`config.mk`:
```
export PLATFORM = sky130hd
export DESIGN_NAME = fetch_sequencer
export DESIGN_NICKNAME = d
export VERILOG_FILES = /design/src/rtl/fetch_sequencer.sv
export SDC_FILE = /design/constraint.sdc
export NUM_CORES = 1
export LEC_CHECK = 0
export CAP_MARGIN = 10
export CORE_AREA = 2 2 80 82
export CTS_BUF_LIST = sky130_fd_sc_hd__clkbuf_8
export DETAILED_ROUTE_END_ITERATION = 10
export DIE_AREA = 0 0 82 84
export PLACE_DENSITY = 0.79
export SLEW_MARGIN = 20
export SYNTH_ARGS = -nofsm -noshare
export SYNTH_HDL_FRONTEND = slang
export SYNTH_SLANG_ARGS = --single-unit
```
`constraint.sdc`:
```
create_clock -name clock_in -period 1.8 [get_ports clock_in]
set_clock_uncertainty 0.15 [all_clocks]
set_input_delay 0.36 -clock clock_in [delete_from_list [all_inputs] [get_ports clock_in]]
set_output_delay 0.36 -clock clock_in [all_outputs]
set_load 0.01 [all_outputs]
```
`src/rtl/fetch_sequencer.sv`:
```
// fetch_sequencer
//   Multi-cycle instruction fetch/execute sequencer for the accumulator CPU.
//   Owns the program counter, fetches instruction words over a req/ack
//   handshake, presents the held word to control for the EXECUTE cycle(s),
//   then advances or branches. HLT (opcode 5'b00000) parks the sequencer in
//   HALT until reset.
//
// Ports
//   clock_in              system clock, rising edge
//   reset_in              synchronous, active-high reset
//   imem_req_out          fetch request (held with address until ack)
//   imem_addr_out         fetch address (= PC)
//   imem_ack_in           memory ack; imem_data_in valid in the same cycle
//   imem_data_in          fetched instruction word
//   instruction_out       instruction register
//   instruction_valid_out high during EXECUTE
//   stall_in              hold EXECUTE another cycle
//   branch_in             branch taken, sampled on final EXECUTE cycle
//   branch_target_in      branch target address
//   pc_out                current PC
//   halted_out            high in HALT
//   retired_count_out     completed instructions, saturating
module fetch_sequencer #(
  parameter int unsigned ADDRESS_WIDTH     = 11,
  parameter int unsigned INSTRUCTION_WIDTH = 16,
  parameter logic [ADDRESS_WIDTH-1:0] RESET_VECTOR = '0,
  parameter int unsigned COUNT_WIDTH       = 16
) (
  input  logic                         clock_in,
  input  logic                         reset_in,
  output logic                         imem_req_out,
  output logic [ADDRESS_WIDTH-1:0]     imem_addr_out,
  input  logic                         imem_ack_in,
  input  logic [INSTRUCTION_WIDTH-1:0] imem_data_in,
  output logic [INSTRUCTION_WIDTH-1:0] instruction_out,
  output logic                         instruction_valid_out,
  input  logic                         stall_in,
  input  logic                         branch_in,
  input  logic [ADDRESS_WIDTH-1:0]     branch_target_in,
  output logic [ADDRESS_WIDTH-1:0]     pc_out,
  output logic                         halted_out,
  output logic [COUNT_WIDTH-1:0]       retired_count_out
);

  typedef enum logic [1:0] {
    FETCH   = 2'd0,
    EXECUTE = 2'd1,
    HALT    = 2'd2
  } state_t;

  localparam logic [4:0] OPCODE_HLT = 5'b00000;

  state_t                         state, state_next;
  logic [ADDRESS_WIDTH-1:0]       pc, pc_next;
  logic [INSTRUCTION_WIDTH-1:0]   ir, ir_next;
  logic [COUNT_WIDTH-1:0]         count, count_next;
  logic [COUNT_WIDTH-1:0]         count_inc;
  logic                           is_hlt;

  assign is_hlt    = (ir[INSTRUCTION_WIDTH-1 -: 5] == OPCODE_HLT);
  assign count_inc = (count == '1) ? count : count + 1'b1;

  always_ff @(posedge clock_in) begin
    if (reset_in) begin
      state <= FETCH;
      pc    <= RESET_VECTOR;
      ir    <= '0;
      count <= '0;
    end else begin
      state <= state_next;
      pc    <= pc_next;
      ir    <= ir_next;
      count <= count_next;
    end
  end

  always_comb begin
    state_next = state;
    pc_next    = pc;
    ir_next    = ir;
    count_next = count;
    unique case (state)
      FETCH: begin
        if (imem_ack_in) begin
          ir_next    = imem_data_in;
          state_next = EXECUTE;
        end
      end
      EXECUTE: begin
        if (!stall_in) begin
          if (is_hlt) begin
            state_next = HALT;
          end else begin
            pc_next    = branch_in ? branch_target_in : pc + 1'b1;
            count_next = count_inc;
            state_next = FETCH;
          end
        end
      end
      HALT: begin
        state_next = HALT;
      end
      default: begin
        state_next = FETCH;
      end
    endcase
  end

  // Status outputs come from registers; reset_in only masks them so nothing
  // is requested or reported while reset is being held.
  assign imem_req_out          = (state == FETCH)   && !reset_in;
  assign instruction_valid_out = (state == EXECUTE) && !reset_in;
  assign halted_out            = (state == HALT)    && !reset_in;
  assign imem_addr_out         = pc;
  assign pc_out                = pc;
  assign instruction_out       = ir;
  assign retired_count_out     = count;

endmodule

```
run_1/gates.png
Scale bar: 20 um.
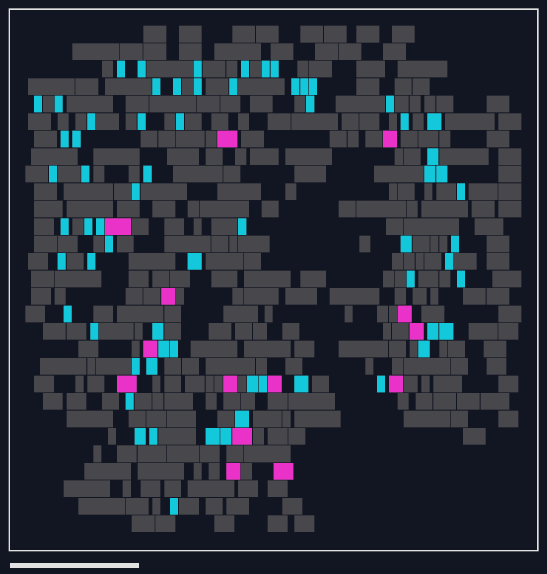
- nand cells: cyan (cells 66; most used nand2_1)
- and/or cells: magenta (cells 14; most used and3_1)
fin cells: 467
combinational share of cell area: 34.8%
most frequent logic cell in the layout: clkdlybuf4s50_1

run_1/util_map.png
The die is cut into 8 by 8 equal tiles; black is low, pale yellow is high, 0 to 100% covered.
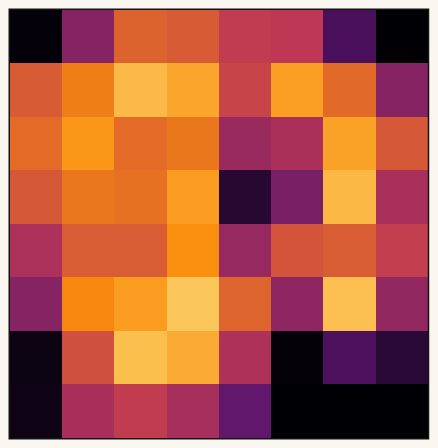
- nearly empty tiles: 9.4%
- mean over tiles: 50%
- fullest tile: 88%
- emptiest ninth of the die: south-east

run_1/m3.png
Scale bar: 20 um.
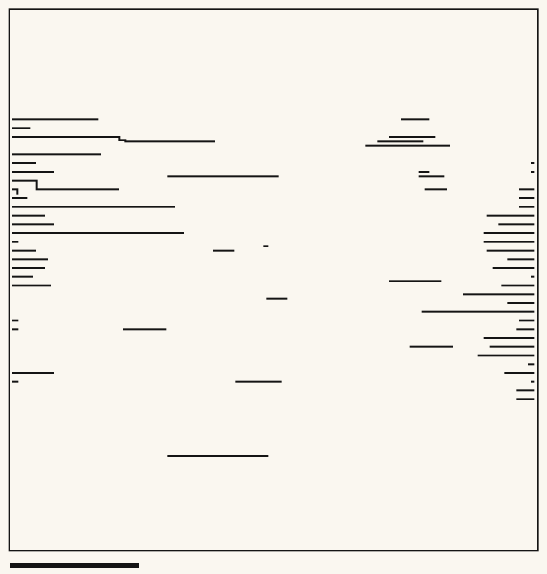
- wire length on this layer: 417 um
- share of all routed wire: 6.6%
- main direction: horizontal
WL final: 6.29 mm
met3 usage: 5.19%

==> results_slide.txt, run 1 <==
Run Summary

Status
  • Status: complete, but fails checks
  • Failing checks: setup timing

Final timing
  • Worst slew pin tran: 0.420 ns
  • Final setup margin: -0.117 ns
  • Hold_ws: 0.292 ns
  • Period utilisation layout: 106%
  • Post-layout min period: 1.92 ns
  • Final Setup Violations: 20
  • Maximum clock rate: 522 MHz
  • Hold Violations, Final: 0
  • Pins over their slew limit: 0

Flow run
  • Number of OpenROAD warnings: 29
  • Max Cap Viol: 0

Synth
  • Post-synth top area cell: dfxtp_1
  • Syn Area/Cell: 8.09 um2
  • Top_reg_cell synth: dfxtp_1
  • AND-OR/OR-AND Cells, Area Fraction: 19.6%
  • Simple-Gate Area Share: 26.7%
  • Cell area after synthesis: 2260 um2
  • Post-synth net total: 314
  • Cells after Synth: 280
  • XORs/XNORs by Area: 3.87%
  • Adder share: 1.10%
  • Biggest area cells: dfxtp_1 40%, nand2_1 8.0%, a21oi_1 5.5%
  • Ys flops: 45
  • # Cells Yosys: 280
  • Top cell area share: 39.8%
  • Post-synth area from yosys stat: 2260 um2
  • Top non-seq family: simple AND/OR/NAND/NOR gates
  • Synth Seq Share: 39.8%
  • Post-synth mux share: 1.99%

CTS
  • TritonCTS buffer count: 5
  • Hold-fix buffers at CTS: 0
  • Post_cts resized: 41
  • CTS root buf: clkbuf_8
  • Clk latency late pin: 0.30 ns
  • Clk buf depth: 2
  • Clock transition at path regs: 0.09 ns
  • CTS tree: built

Final layout
  • Largest cell class by area: logic gates
  • FF+latch count: 45
  • Post-route cell area: 3540 um2
  • Clk tree area frac: 2.55%
  • Layout cells sized above 1: 19.7%
  • Signal buffers: 128
  • Register Area: 918 um2
  • Fill count: 558
  • Non-clk invs: 3
  • Top Layout Cells: 55 x clkdlybuf4s50_1, 48 x nand2_1, 34 x buf_4

Worst setup path
  • CP max stage cell: or4_4
  • Arr. time, crit path: 1.97 ns
  • Crit Reg-Reg Endpoint: retired_count_out[9]
  • Buf/Inv on CP: 1
  • CP Data Required Time: 1.85 ns
  • Reg2reg setup slack: -0.12 ns
  • Kind of critical path: flop to flop
  • Crit path capture: retired_count_out[9]
  • Slowest stage delay, CP: 0.54 ns
  • Critical path, cell by cell: or4_4 -> buf_6 -> o21ai_4 -> nor3_2 -> a21boi_1 -> mux2_4
  • R2r startpoint: instruction_out[11]
  • WP depth: 6

Hold path
  • Hold crit path type: primary input to flop
  • Worst Hold End: state[1]

Floorplan
  • Top Ports: 89
  • Tap cells: 77
  • Die height: 84 um
  • Die ar.: 6890 um2
  • Initial Util: 37.2%
  • Placeable Area: 6100 um2

GRT
  • Global-route wire length before repair: 10.0 mm
  • Initial antenna violation count: 0
  • Total global routing overflow: 0
  • GRT busiest layer: met2
  • Met1 usage: 21.7%

Power and ir drop
  • Sw frac: 27.2%
  • Combinational Power: 0.381 mW
  • Pleak: 1.54 nW
  • Sequential power: 1.06 mW
  • Clock power share: 31.2%
  • Sw power: 0.569 mW
  • Top Consumer: registers
  • Clk. pwr: 0.652 mW
  • Pwr dens: 591 nW/um2
  • VDD IR-drop max: 506 uV

Place
  • Pre-CTS WS: -0.409 ns
  • GPL Wtd Cong: 0.853
  • Dpl cell area: 3390 um2
  • # port buffers: 88

Detailed routing
  • Met1 wire length: 2.74 mm
  • Met3 wire len: 417 um
  • WL/cell: 13.5 um
  • Top routing layer in use: met4
  • Avg Vias per Cell: 5.09
  • Number of DRC markers in iteration 0: 61
  • Antenna viol nets, final: 0
  • Met2 WL: 3.06 mm
==> run 1: cells in the mapped netlist (2+ instances only) <==
cell type  count
nand2_1       48
o21ai_1        2
nand4_1        5
o31ai_1        2
nor2_1        30
and4_1         3
dfxtp_1       45
nand3_1       12
a22oi_1        4
o21ai_0        7
mux2i_1        3
clkbuf_1       8
nor3_1         7
buf_1          2
xnor2_1        5
a311oi_1       2
buf_2          4
inv_1          3
a21o_1         2
o211ai_2       2
a21oi_1       25
buf_4         12
xor2_1         5
and3_1         7
ha_1           2
a2111oi_2      2
a211oi_1       7
a31oi_1        4
==> run 1: flip-flops by register name, indices dropped and copies added, names as in the netlist <==
register           cells
instruction_out       16
retired_count_out     16
imem_addr_out         11
state                  2
--- run 2 (diff from run 1) ---
--- a/config.mk
+++ b/config.mk
@@ -6,11 +6,12 @@
 export NUM_CORES = 1
 export LEC_CHECK = 0
 export CAP_MARGIN = 10
-export CORE_AREA = 2 2 80 82
+export CORE_AREA = 2 2 76 85
 export CTS_BUF_LIST = sky130_fd_sc_hd__clkbuf_8
 export DETAILED_ROUTE_END_ITERATION = 10
-export DIE_AREA = 0 0 82 84
-export PLACE_DENSITY = 0.79
+export DIE_AREA = 0 0 78 87
+export DONT_BUFFER_PORTS = 1
+export PLACE_DENSITY = 0.59
 export SLEW_MARGIN = 20
 export SYNTH_ARGS = -nofsm -noshare
 export SYNTH_HDL_FRONTEND = slang
run_2/m3.png
Scale bar: 20 um.
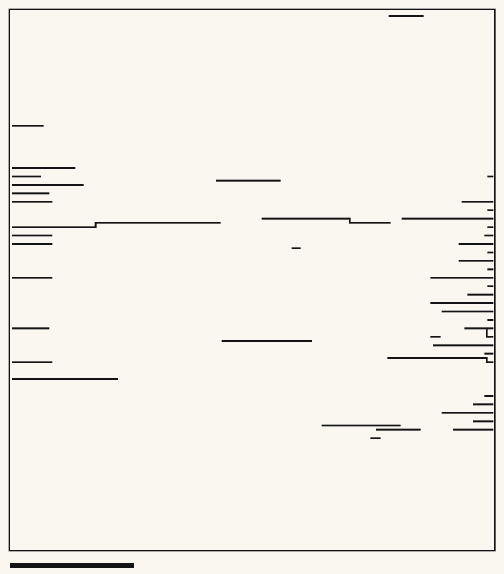
- wire length on this layer: 322 um
- nets with wire on the layer: 37
- share of all routed wire: 5.7%
met3 usage: 4.36%
via count: 2036
WL final: 5.67 mm

==> results_slide.txt, run 2 <==
Run Summary

Final timing
  • Pins over their slew limit: 0 (unchanged)
  • Worst slew pin tran: 0.422 ns (+0.00230 ns)
  • Final Setup Violations: 4 (-80%)
  • Final setup margin: -0.0468 ns (+0.0698 ns)
  • Hold Violations, Final: 0 (unchanged)
  • Period utilisation layout: 103% (-3.9 points)
  • Post-layout min period: 1.85 ns (-0.0698 ns)
  • Post-route setup TNS: -0.0671 ns
  • Maximum clock rate: 541 MHz (+3.8%)
  • Hold_ws: 0.0321 ns (-0.259 ns)

Synth
  • Synth Seq Share: 39.8% (unchanged)
  • Top cell area share: 39.8% (unchanged)
  • Biggest area cells: dfxtp_1 40%, nand2_1 8.0%, a21oi_1 5.5%
  • Post-synth net total: 314 (unchanged)
  • Synth warnings: 0
  • Syn Area/Cell: 8.09 um2 (unchanged)
  • Post-synth mux share: 1.99% (unchanged)
  • Async SR Flop Fraction: 0%
  • # Cells Yosys: 280 (unchanged)
  • Cells after Synth: 280 (unchanged)
  • Count of library flops with an enable pin: 0
  • Post-synth top area cell: dfxtp_1
  • Ys flops: 45 (unchanged)
  • Top-count cell post-synth: nand2_1
  • XORs/XNORs by Area: 3.87% (unchanged)
  • Post-synth area from yosys stat: 2260 um2 (unchanged)
  • Adder share: 1.10% (unchanged)
  • Cell area after synthesis: 2260 um2 (unchanged)
  • Top_reg_cell synth: dfxtp_1
  • Top non-seq family: simple AND/OR/NAND/NOR gates
  • AND-OR/OR-AND Cells, Area Fraction: 19.6% (unchanged)
  • Simple-Gate Area Share: 26.7% (unchanged)
  • Top cells by count: 48 x nand2_1, 45 x dfxtp_1, 30 x nor2_1

Detailed routing
  • Met1 wire length: 2.56 mm (-6.7%)
  • Antenna viol nets, final: 0 (unchanged)
  • DRC violations left: 0
  • Top routing layer in use: met4
  • WL/cell: 14.9 um (+11%)
  • Met3 wire len: 321 um (-23%)
  • Met2 WL: 2.74 mm (-10%)
  • 1st-pass router iterations: 4
  • Avg Vias per Cell: 5.34 (+5.1%)
  • Number of DRC markers in iteration 0: 59 (-3.3%)

Status
  • Failing checks: setup timing
  • Status: complete, but fails checks

Final layout
  • Fin util: 45.9%
  • Combinational share of cell area: 47.0% (+12 points)
  • Comb_multi_in: 206
  • Seq area share: 32.7%
  • Most frequent logic cell in the layout: nand2_1
  • FF+latch count: 45 (unchanged)
  • Layout clock buffers: 5
  • Fin cells: 381 (-18%)
  • Top Layout Cells: 48 x nand2_1, 44 x dfxtp_1, 35 x buf_4
  • Signal buffers: 39 (-70%)
  • Ant diodes: 0
  • Non-clk invs: 3 (unchanged)
  • Register Area: 902 um2 (-1.8%)
  • Largest cell class by area: logic gates
  • Clk tree area frac: 4.17% (+1.6 points)
  • Layout cells sized above 1: 26.2% (+6.5 points)
  • Post-route cell area: 2760 um2 (-22%)
  • Fill count: 607 (+8.8%)

Worst setup path
  • Critical path, cell by cell: or4_4 -> o21ai_4 -> nor3_2 -> a21boi_1 -> mux2_4
  • Buf/Inv on CP: 0 (-1)
  • CP Data Required Time: 1.84 ns (about the same)
  • CP max stage cell: or4_4
  • Slowest stage delay, CP: 0.56 ns (+0.02 ns)
  • Kind of critical path: flop to flop
  • CP top delay family: simple AND/OR/NAND/NOR gates
  • Arr. time, crit path: 1.89 ns (-0.08 ns)

Power and ir drop
  • Combinational share of power: 11.0%
  • Internal: 1.54 mW
  • Top Consumer: registers
  • Sequential power: 1.07 mW (about the same)
  • Sw power: 0.531 mW (-6.6%)
  • Sw frac: 25.6% (-1.6 points)
  • Pleak: 1.00 nW (-35%)
  • Clock power share: 37.6% (+6.4 points)
  • Clk. pwr: 0.780 mW (+20%)
  • Pwr dens: 752 nW/um2 (+27%)
  • VDD IR-drop max: 390 uV (-23%)
  • Combinational Power: 0.229 mW (-40%)
  • Sequential share of power: 51.4%

CTS
  • Clk latency late pin: 0.30 ns (about the same)
  • Setup Fix Bufs, Post-CTS: 0
  • CTS root buf: clkbuf_8
  • TritonCTS buffer count: 5 (unchanged)
  • Clock transition at path regs: 0.09 ns (about the same)
  • CTS tree: built
  • Clk buf depth: 2 (unchanged)

Hold path
  • Hold crit path type: primary input to flop

GRT
  • Total global routing overflow: 0 (unchanged)
  • Vias in the first global route: 1789
  • Global-route wire length before repair: 8.71 mm (-13%)
  • Initial antenna violation count: 0 (unchanged)
  • Largest net degree at the start of global routing: 45

Floorplan
  • Rows: 30
  • Die height: 87 um (+3.6%)
  • Top Ports: 89 (unchanged)
  • Initial Util: 37.7% (+0.56 points)
  • Die ar.: 6790 um2 (-1.5%)
  • Die span in x: 78 um
  • Tap cells: 80 (+3.9%)
  • Placeable Area: 6010 um2 (-1.5%)

Place
  • # port buffers: 0 (-100%)
  • GPL Wtd Cong: 0.818 (-4.1%)
  • Dpl cell area: 2510 um2 (-26%)
  • Pre-CTS WS: -0.0726 ns (+0.337 ns)
  • Dpl hpwl: 4.03 mm

Flow run
  • Number of OpenROAD warnings: 29 (unchanged)
  • Max Cap Viol: 0 (unchanged)
run 2: cell counts after synthesis:
Identical to the previous run, type by type.
run 2: per-layer routing:
layer | GRT usage, % | vias up
met4 | 3.83 | 0
met5 | 0 | -
met1 | 20.0 | 955
met3 | 4.36 | 4
met2 | 26.5 | 55
li1 | - | 1022
run 2: worst paths after layout:
path	slack [ns]	endpoint	cells after the start	startpoint
setup / recovery	-0.05	retired_count_out[9]	5	instruction_out[11]
hold / removal	0.03	instruction_out[5]	2	imem_data_in[5]
setup reg to reg	-0.05	retired_count_out[9]	5	instruction_out[11]
hold reg to reg	0.36	instruction_out[4]	2	instruction_out[4]
run 2: repair_timing:
item	in CTS	in global routing
hold buffers	1	0
gates cloned	0	0
pin swaps	1	2
hold endpoints to repair	44	0
setup endpoints to repair	17	18
resized	5	24
Power and IR drop assume default switching activity.
